==> config.mk <==
export PLATFORM = sky130hd
export DESIGN_NAME = car_count_sensor_flat
export DESIGN_NICKNAME = d
export VERILOG_FILES = /design/src/rtl/car_count_sensor_if.sv /design/src/rtl/car_count_sensor.sv /design/src/flat_wrapper.sv
export SDC_FILE = /design/constraint.sdc
export NUM_CORES = 1
export LEC_CHECK = 0
export CORE_MARGIN = 2
export CORE_UTILIZATION = 40
export DETAILED_ROUTE_END_ITERATION = 6
export PLACE_DENSITY = 0.64
export SYNTH_ARGS = -nofsm -noshare
export SYNTH_HDL_FRONTEND = slang
export SYNTH_SLANG_ARGS = --single-unit
==> constraint.sdc <==
create_clock -name clock -period 3.1 [get_ports clock]
set_clock_uncertainty 0.2 [all_clocks]
set_input_delay 0.465 -clock clock [delete_from_list [all_inputs] [get_ports clock]]
set_output_delay 0.465 -clock clock [all_outputs]
set_load 0.01 [all_outputs]
==> images/layers.png <==
Two of the layers only.
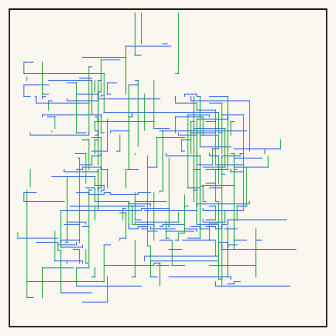
M1: shown in blue, wire length 629 um. M2: shown in green, wire length 580 um.
Routed WL: 1252 um
total track usage: 15.17%
post-DR wirelength/cell: 12.65 um
routed via count: 512

==> images/route_heat.png <==
9 x 9 tiles, from dark blue (low) to red (high), scaled to the fullest tile. Values are wire area over tile area, all layers added.
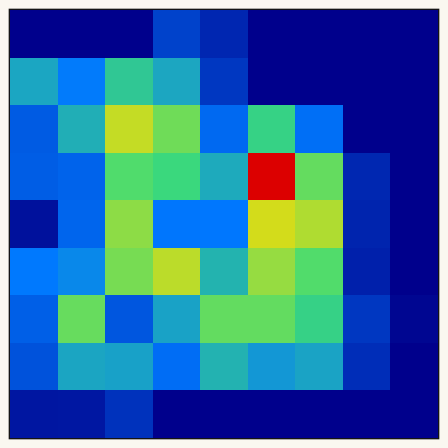
30% of the tiles are nearly empty. The mean over all tiles is 0.087. The fullest tile reaches 0.36. The densest ninth of the die: centre. The emptiest ninth of the die: upper right. 19% of the tiles are over half the peak.

==> images/port_trees.png <==
The bar under the picture is 10 um long.
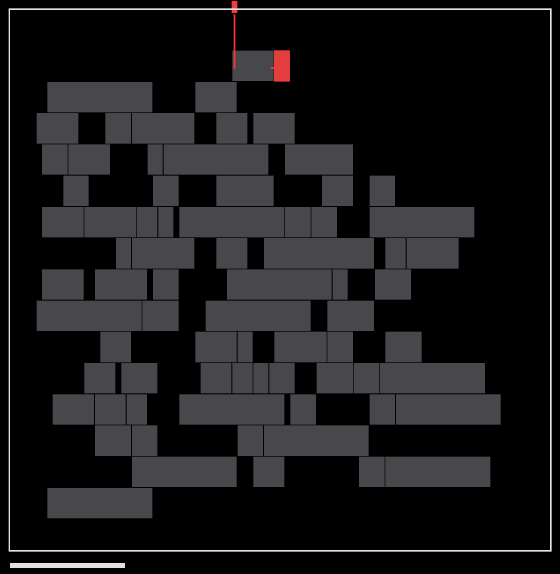
reset: shown in red, bits 1, direction input, edge top, end cells 1, wire 5.20 um.
port buffer count: 7
Boundary Pins: 8

==> images/ff_map.png <==
The bar under the picture is 10 um long.
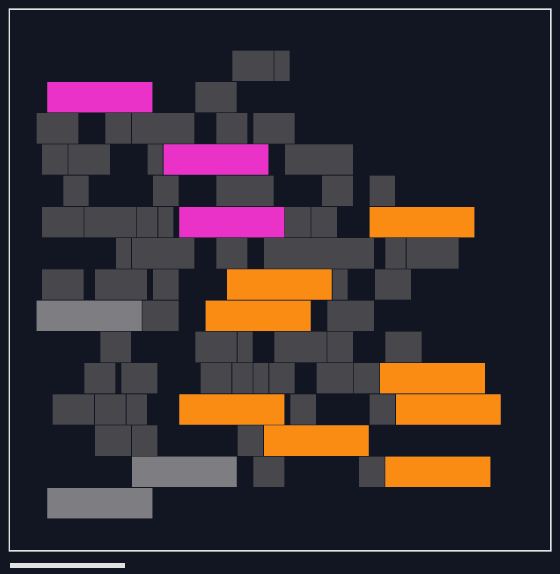
u_core.r_deb_cnt: shown in orange, placed flops 8. u_core.bus.carCount: shown in magenta, placed flops 3.
Another 3 sequential cells are not coloured.
sequential cell power: 239 uW
final core occ: 50.87%
register area: 350.3 um2
flop share of the area: 39.89%

==> images/clock_nets.png <==
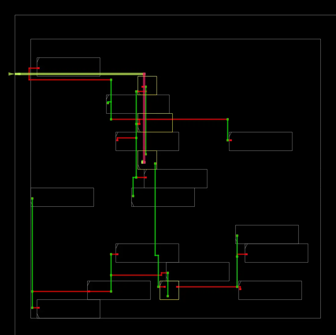
TritonCTS Buffers: 3
power in the clock group: 129 uW
# clk buffers: 4

==> CHANGELOG.md <==
### Implementation results

* Outcome: complete, no violations
* Int Pwr at ~340 uW
* Sequential power share at 48.4%
* Worst slew margin at between 60% and 70%
* Max frequency at between 0.4 and 0.5 GHz
* Chip height at ~47 um
* Clock power frac at 26.1%
* Hold Vio Cnt, Final at 0
* NumNets Final at 81
* Initial drt markers at 5
* Combinational share of power at 25.4%
* Post-route DRC at 0
* Routing usage on met3 at 4.615%
* Mean Syn Cell Area at 11.76 um2
* Setup bufs post-CTS at 0
* Antenna-violating nets left at 0
* Largest net degree at the start of global routing at 15
* Yosys reg bits at 14
* HPWL Detailed at a little over 900 um
* Area of the core at 1727 um2
* Switching share of total power at a little under a third
* CP Max Fanout at 8
* Die Size at 2212 um2
* Primary FF master, synth: dfrtp_1
* Worst slew pin tran at between 0.5 and 0.6 ns
* Vias in the first global route at around 480
* Critical path type: flop to flop
* Synth async-reset ratio at 100.0%
* Yosys cell count at 63
* First-pass GRT wire length at 2221 um
* FP Core Util at 42.90%
* Post-synth net total at 69
* Yosys stat chip area at 740.7 um2
* Seq/Total Area, Yosys at 47.30%
* M2 GR Usage at 21.10%
* CTS tree: built
* Minimum clock period after layout at 2.300 ns
* Worst R2R Setup Slack at 0.80 ns
* RePlAce Congestion at ~0.75
* Switch Pwr at approximately 150 uW
* Grt total ovfl at 0
* Pwr dens at 562.7 nW/um2
## power by group through the flow
stage                     Clock [mW]  Sequential (mW)  Combinational, mW
final                          0.129            0.239              0.126
after global placement             0            0.243              0.126
after floorplan                    0            0.238             0.0961
after CTS                      0.138            0.239              0.127
after detailed placement           0            0.242              0.128
after global routing           0.149            0.245              0.142
## worst max-delay path, cell delays in order (launching register included)
cell,delay (ns)
dfrtp_1,0.42
ha_1,0.25
or4_4,0.44
a221oi_4,0.46
nor2_2,0.12
mux2_4,0.31
## cell families (layout without fill, tap and decap cells)
family	after synthesis	in the layout	synth area share, %
AND/OR/NAND/NOR	28	28	25.17
adder cells (fa/ha/maj)	2	2	3.378
buffers and inverters	2	13	1.014
XOR/XNOR	2	2	2.365
AND-OR/OR-AND	12	12	15.37
multiplexers	3	3	5.406
flip-flops	14	14	47.30
## cell type report
| cell class | count | area [um2] | share of cell area, % |
|---|---|---|---|
| multi-input combinational | 47 | 382.9 | 43.59 |
| sequential | 14 | 350.3 | 39.89 |
| timing repair buffer | 7 | 70.07 | 7.977 |
| clock buffer | 4 | 36.28 | 4.131 |
| tap | 25 | 31.28 | 3.561 |
| inverter | 2 | 7.507 | 0.8547 |
## metal layers
metal,wire length (um),vias up
li1,-,256
met1,629,249
met2,580,5
met3,29,2
met4,12,0
met5,0,-
## cells in the final DEF (no fill, tap or decap), types with 2 or more instances in the layout
cell / instances
clkbuf_4: 3
nor2_1: 4
nor3b_1: 2
nor2b_1: 2
dfrtp_1: 14
mux2_4: 2
and2_1: 6
nand2b_1: 4
inv_1: 2
clkdlybuf4s50_1: 7
o21ai_0: 2
ha_1: 2
## synth_stat cells (2+ instances only)
master / n / share of area [%]
nor2b_1: 2 / 1.7
nand2b_1: 4 / 3.4
o21ai_0: 2 / 1.4
nor3b_1: 2 / 2.0
nor2_1: 4 / 2.0
dfrtp_1: 14 / 47
and2_1: 6 / 5.1
inv_1: 2 / 1.0
mux2_4: 2 / 4.1
ha_1: 2 / 3.4
## per-stage QoR
stage                     instances  hold slack, ns  cell area [um2]  power [mW]  worst slack, ns
after global routing             99          0.3497            878.3      0.5353           0.6958
after detailed placement         95          0.2964            842.1      0.3700           0.7948
after global placement           95          0.3097            842.1      0.3690           0.8291
after floorplan                  63          0.1542            740.7      0.3339           0.9185
after CTS                        99          0.3240            878.3      0.5047           0.7878
final                            99          0.3148            878.3      0.4942           0.8000
Power and IR drop assume default switching activity.
